### config.mk
export PLATFORM = sky130hd
export DESIGN_NAME = fpro_bus_arbiter
export DESIGN_NICKNAME = d
export VERILOG_FILES = /design/src/rtl/fpro_bus_arbiter.sv
export SDC_FILE = /design/constraint.sdc
export NUM_CORES = 1
export LEC_CHECK = 0
export ABC_AREA = 1
export CORE_ASPECT_RATIO = 0.6
export CORE_MARGIN = 10
export CORE_UTILIZATION = 43
export DETAILED_ROUTE_END_ITERATION = 10
export PLACE_DENSITY = 0.86
export SYNTH_ARGS = -nofsm -noshare
export SYNTH_HDL_FRONTEND = slang
export SYNTH_SLANG_ARGS = --single-unit
### constraint.sdc
create_clock -name clk -period 3.7 [get_ports clk]
set_input_delay 0.925 -clock clk [delete_from_list [all_inputs] [get_ports clk]]
set_output_delay 0.925 -clock clk [all_outputs]
set_load 0.1 [all_outputs]
### src/rtl/fpro_bus_arbiter.sv
// Two-master arbiter for the FPro MMIO bus: samples held requests in IDLE,
// issues one single-cycle strobe in ISSUE and returns a one-cycle ack in DONE.
module fpro_bus_arbiter #(
  parameter int ADDR_WIDTH = 21,
  parameter int DATA_WIDTH = 32,
  parameter bit FIXED_PRIO = 1'b0
) (
  input  logic                  clk,
  input  logic                  reset_n,
  input  logic                  m0_req,
  input  logic                  m0_wr,
  input  logic [ADDR_WIDTH-1:0] m0_addr,
  input  logic [DATA_WIDTH-1:0] m0_wr_data,
  input  logic                  m1_req,
  input  logic                  m1_wr,
  input  logic [ADDR_WIDTH-1:0] m1_addr,
  input  logic [DATA_WIDTH-1:0] m1_wr_data,
  output logic                  m0_ack,
  output logic                  m1_ack,
  output logic [DATA_WIDTH-1:0] rd_data,
  output logic                  mmio_cs,
  output logic                  mmio_write,
  output logic                  mmio_read,
  output logic [ADDR_WIDTH-1:0] mmio_addr,
  output logic [DATA_WIDTH-1:0] mmio_wr_data,
  input  logic [DATA_WIDTH-1:0] mmio_rd_data,
  output logic [1:0]            grant,
  output logic                  busy
);

  typedef enum logic [1:0] {S_IDLE, S_ISSUE, S_DONE} state_t;

  state_t                state_q, state_d;
  logic                  last_q, last_d;      // 1 = m1 was served last
  logic [1:0]            grant_q, grant_d;
  logic                  cs_q, cs_d;
  logic                  write_q, write_d;
  logic                  read_q, read_d;
  logic [ADDR_WIDTH-1:0] addr_q, addr_d;
  logic [DATA_WIDTH-1:0] wdata_q, wdata_d;
  logic [DATA_WIDTH-1:0] rd_data_q, rd_data_d;
  logic                  ack0_q, ack0_d;
  logic                  ack1_q, ack1_d;
  logic                  busy_q, busy_d;
  logic                  pick_m1;

  always_comb begin
    // m1 wins when it is alone, or under round-robin when m0 was served last
    pick_m1   = m1_req & (~m0_req | (~FIXED_PRIO & ~last_q));
    state_d   = state_q;
    last_d    = last_q;
    grant_d   = grant_q;
    cs_d      = 1'b0;
    write_d   = 1'b0;
    read_d    = 1'b0;
    addr_d    = addr_q;
    wdata_d   = wdata_q;
    rd_data_d = rd_data_q;
    ack0_d    = 1'b0;
    ack1_d    = 1'b0;
    busy_d    = busy_q;
    case (state_q)
      S_IDLE: begin
        if (m0_req || m1_req) begin
          state_d = S_ISSUE;
          last_d  = pick_m1;
          grant_d = pick_m1 ? 2'b10 : 2'b01;
          addr_d  = pick_m1 ? m1_addr : m0_addr;
          wdata_d = pick_m1 ? m1_wr_data : m0_wr_data;
          write_d = pick_m1 ? m1_wr : m0_wr;
          read_d  = pick_m1 ? ~m1_wr : ~m0_wr;
          cs_d    = 1'b1;
          busy_d  = 1'b1;
        end
      end
      S_ISSUE: begin
        if (read_q) begin
          rd_data_d = mmio_rd_data;
        end
        ack0_d  = grant_q[0];
        ack1_d  = grant_q[1];
        state_d = S_DONE;
      end
      S_DONE: begin
        grant_d = 2'b00;
        busy_d  = 1'b0;
        state_d = S_IDLE;
      end
      default: begin
        grant_d = 2'b00;
        busy_d  = 1'b0;
        state_d = S_IDLE;
      end
    endcase
  end

  always_ff @(posedge clk or negedge reset_n) begin
    if (!reset_n) begin
      state_q   <= S_IDLE;
      last_q    <= 1'b1;
      grant_q   <= '0;
      cs_q      <= 1'b0;
      write_q   <= 1'b0;
      read_q    <= 1'b0;
      addr_q    <= '0;
      wdata_q   <= '0;
      rd_data_q <= '0;
      ack0_q    <= 1'b0;
      ack1_q    <= 1'b0;
      busy_q    <= 1'b0;
    end else begin
      state_q   <= state_d;
      last_q    <= last_d;
      grant_q   <= grant_d;
      cs_q      <= cs_d;
      write_q   <= write_d;
      read_q    <= read_d;
      addr_q    <= addr_d;
      wdata_q   <= wdata_d;
      rd_data_q <= rd_data_d;
      ack0_q    <= ack0_d;
      ack1_q    <= ack1_d;
      busy_q    <= busy_d;
    end
  end

  assign m0_ack       = ack0_q;
  assign m1_ack       = ack1_q;
  assign rd_data      = rd_data_q;
  assign mmio_cs      = cs_q;
  assign mmio_write   = write_q;
  assign mmio_read    = read_q;
  assign mmio_addr    = addr_q;
  assign mmio_wr_data = wdata_q;
  assign grant        = grant_q;
  assign busy         = busy_q;

endmodule

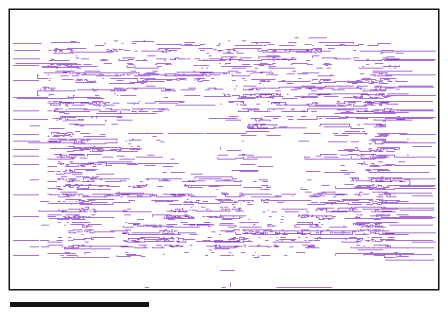
*The metal 1 layer*
Bar = 50 um.
longest straight run	34.5 um
wire length on this layer	6290 um

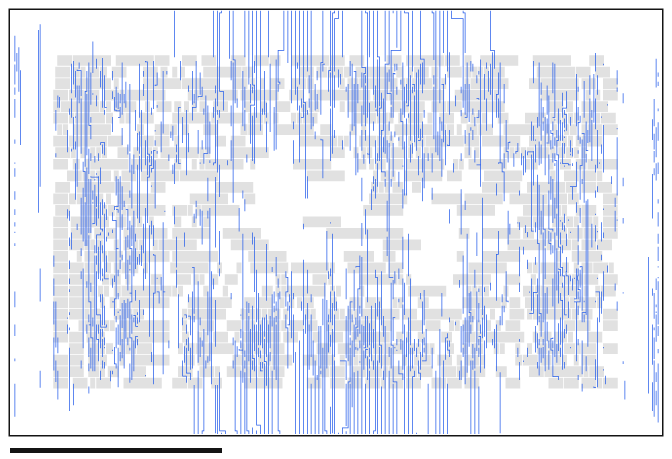
*The metal 2 layer*
Bar = 50 um. Cells faint in the background.
wire length on this layer	7490 um
share of all routed wire	47%
longest straight run	43.0 um
nets with wire on the layer	762
main direction	vertical

==> results.sh <==
# physical design summary
export IMPL_ys_cells=583
export IMPL_fin_crit_sh=0.7628
export IMPL_synth_area_um2=4623
export IMPL_clockRootBuffer="clkbuf_16"
export IMPL_slew_viol_final=0
export IMPL_edf_count=0
export IMPL_ys_seq_share=0.5199
export IMPL_worst_setup_path_end_kind="primary output"
export IMPL_first_pass_iters=5
export IMPL_fin_setup_tns_ps=0
export IMPL_nets=943
export IMPL_fin_crit_ps=2822
export IMPL_rsz0062_at_grt="false"
export IMPL_grt_max_degree=90
export IMPL_layout_area_overhead_vs_synth_pct=56.67
export IMPL_ys_flop_type="dfrtp_1"
export IMPL_worst_pin_slew_ps=1115
export IMPL_drt_iter0_drc=240
export IMPL_path_delay_family="buffers and inverters"
export IMPL_slew_headroom=0.2568
export IMPL_tool_warnings=26
export IMPL_core_rowCount=29
export IMPL_setup_violations=0
export IMPL_ctsHoldBuffers=0
export IMPL_antenna_cells=0
export IMPL_r2r_slack_ps=1670
export IMPL_gp_congestion=0.8938
export IMPL_avgSynthCellArea_um2=7.930
export IMPL_async_flop_share=1.000
export IMPL_required_ps=2770
export IMPL_fillers=819
export IMPL_grt_pass1_vias=4798
export IMPL_comb_area_um2=1784
export IMPL_critical_path_peak_fanout=2
export IMPL_cts_buffer_depth=2
export IMPL_status="completed"
export IMPL_crit_path_top_delay_cell="clkdlybuf4s50_1"
export IMPL_drt_wl_total_um=15840
export IMPL_worstSetupPathType="reg -> out"
export IMPL_critPathLaunch="rd_data[6]$_DFFE_PN0P_"
export IMPL_flop_area_um2=2404
export IMPL_yosys_warnings=0
export IMPL_worstReg2RegStart="state_q[1]$_DFFE_PN0P_"
export IMPL_postCtsResizedCells=0
export IMPL_antenna_left=0
export IMPL_cts_tree="yes"
export IMPL_coreArea_um2=10520
export IMPL_remaining_drc_errors=0
export IMPL_ys_area_um2=4623
export IMPL_vias=4641
export IMPL_track_usage=0.1982
export IMPL_skew_ps=6.285
export IMPL_cap_viol_max_count=0
export IMPL_synthesis_nets=727
export IMPL_min_from="rd_data[2]$_DFFE_PN0P_"
export IMPL_cts_sink_count=96
export IMPL_syn_inst=583
export IMPL_numSynthFlops=96
export IMPL_overflow=0
export IMPL_h_tree_depth=3
export IMPL_hpwl_um=12130
export IMPL_cpPeakStageDelay_ps=1180
export IMPL_wl_per_cell_um=16.80
export IMPL_routed_via_density=4.922
export IMPL_critPathBufInv=1
export IMPL_grt_pass1_wl_um=24980
export IMPL_fp_utilization=0.4394
export IMPL_pin_count=237
export IMPL_fmax_mhz=354.3
export IMPL_die_area_um2=15440
export IMPL_drive_gt1_frac=0.06716
export IMPL_clock_latency_ps=330
export IMPL_finalHoldViolations=0
export IMPL_cts_setup_buffers=0
export IMPL_hold_class="reg -> reg"
export IMPL_fp_dieH_um=100.3
export IMPL_die_width_um=153.9
export IMPL_antenna_found_initial=0
export IMPL_clk_pin_slew_ps=70
export IMPL_cp_arrival_ps=1900
export IMPL_path_cells="clkdlybuf4s50_1"
export IMPL_worstSetupStartpointType="flip-flop"
export IMPL_portBuffers=236
export IMPL_cts_made_buffers=9
export IMPL_final_util=0.6883
export IMPL_synth_cell_types=16
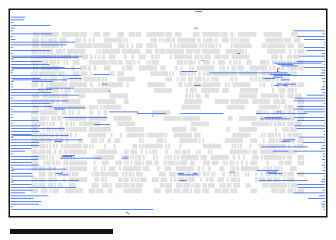
*The metal 3 layer*
Bar = 50 um. Cells faint in the background.
main direction	horizontal
nets with wire on the layer	170

[layout by cell type (no fill, tap or decap)]
cell type and n:
nand2_1 248, clkdlybuf4s50_1 211, dfrtp_1 95, nand3_1 87
inv_1 53, nand3b_1 48, buf_4 30, clkbuf_16 9
nor2_1 6, nand2_2 2, inv_6 2, clkinvlp_4 2
buf_12 2, nor2_4 1, nor2_2 1, inv_2 1
a21oi_1 1, bufinv_16 1, clkinv_2 1, clkbuf_1 1
buf_2 1, dfstp_2 1
[stage by stage]
step | hold WS, ps | area [um2] | std cells | setup slack [ps]
after floorplan | 443.1 | 4623 | 583 | 1863
after global placement | 453.5 | 6947 | 927 | 1144
after detailed placement | 457.3 | 6947 | 927 | 1080
after CTS | 474.4 | 7243 | 943 | 884.5
after global routing | 490.2 | 7243 | 943 | 844.1
final | 468.6 | 7243 | 943 | 877.5
[final cells by class]
class                      count  share of cell area
sequential                    96              0.3318
timing repair buffer         244              0.3289
multi-input combinational    394              0.2463
clock buffer                  10             0.03161
inverter                      54             0.02798
tap                          139             0.02401
clock inverter                 6            0.009328
[per-layer routing]
layer	global-route usage	vias to the layer above	wire, um
li1	-	2237	-
met5	0	-	0
met1	0.2281	2144	6291
met2	0.3314	246	7492
met4	0.04772	0	180
met3	0.09137	14	1880
[final timing paths]
| check | to | cells past startpoint |
|---|---|---|
| setup / recovery | rd_data[6] | 1 |
| hold / removal | rd_data[2]$_DFFE_PN0P_ | 2 |
| setup reg to reg | rd_data[26]$_DFFE_PN0P_ | 5 |
| hold reg to reg | rd_data[2]$_DFFE_PN0P_ | 2 |
| max in group asynchronous | mmio_addr[3]$_DFFE_PN0P_ | 2 |
| min in group asynchronous | mmio_wr_data[18]$_DFFE_PN0P_ | 1 |
[state kept, by name (all words and copies together), names as in the netlist]
name,cells
mmio_wr_data,32
rd_data,32
mmio_addr,21
grant,2
state_q,2
busy,1
last_q,1
m0_ack,1
m1_ack,1
mmio_cs,1
mmio_read,1
mmio_write,1
[logic make-up after synthesis]
logic type / after synthesis / synth area share
compound gates: 1 / 0.001082
buf+inv: 93 / 0.09580
flops: 96 / 0.5199
simple gates: 393 / 0.3832
[cells in the mapped netlist (2+ instances only)]
library cell / n / share of area
nand2_1: 249 / 0.20
dfrtp_1: 95 / 0.51
nand3_1: 87 / 0.094
inv_1: 53 / 0.043
nand3b_1: 48 / 0.078
buf_2: 21 / 0.023
buf_6: 8 / 0.019
nor2_1: 6 / 0.0049
buf_1: 4 / 0.0032
clkbuf_1: 4 / 0.0032
buf_4: 2 / 0.0032
nor2_2: 2 / 0.0027
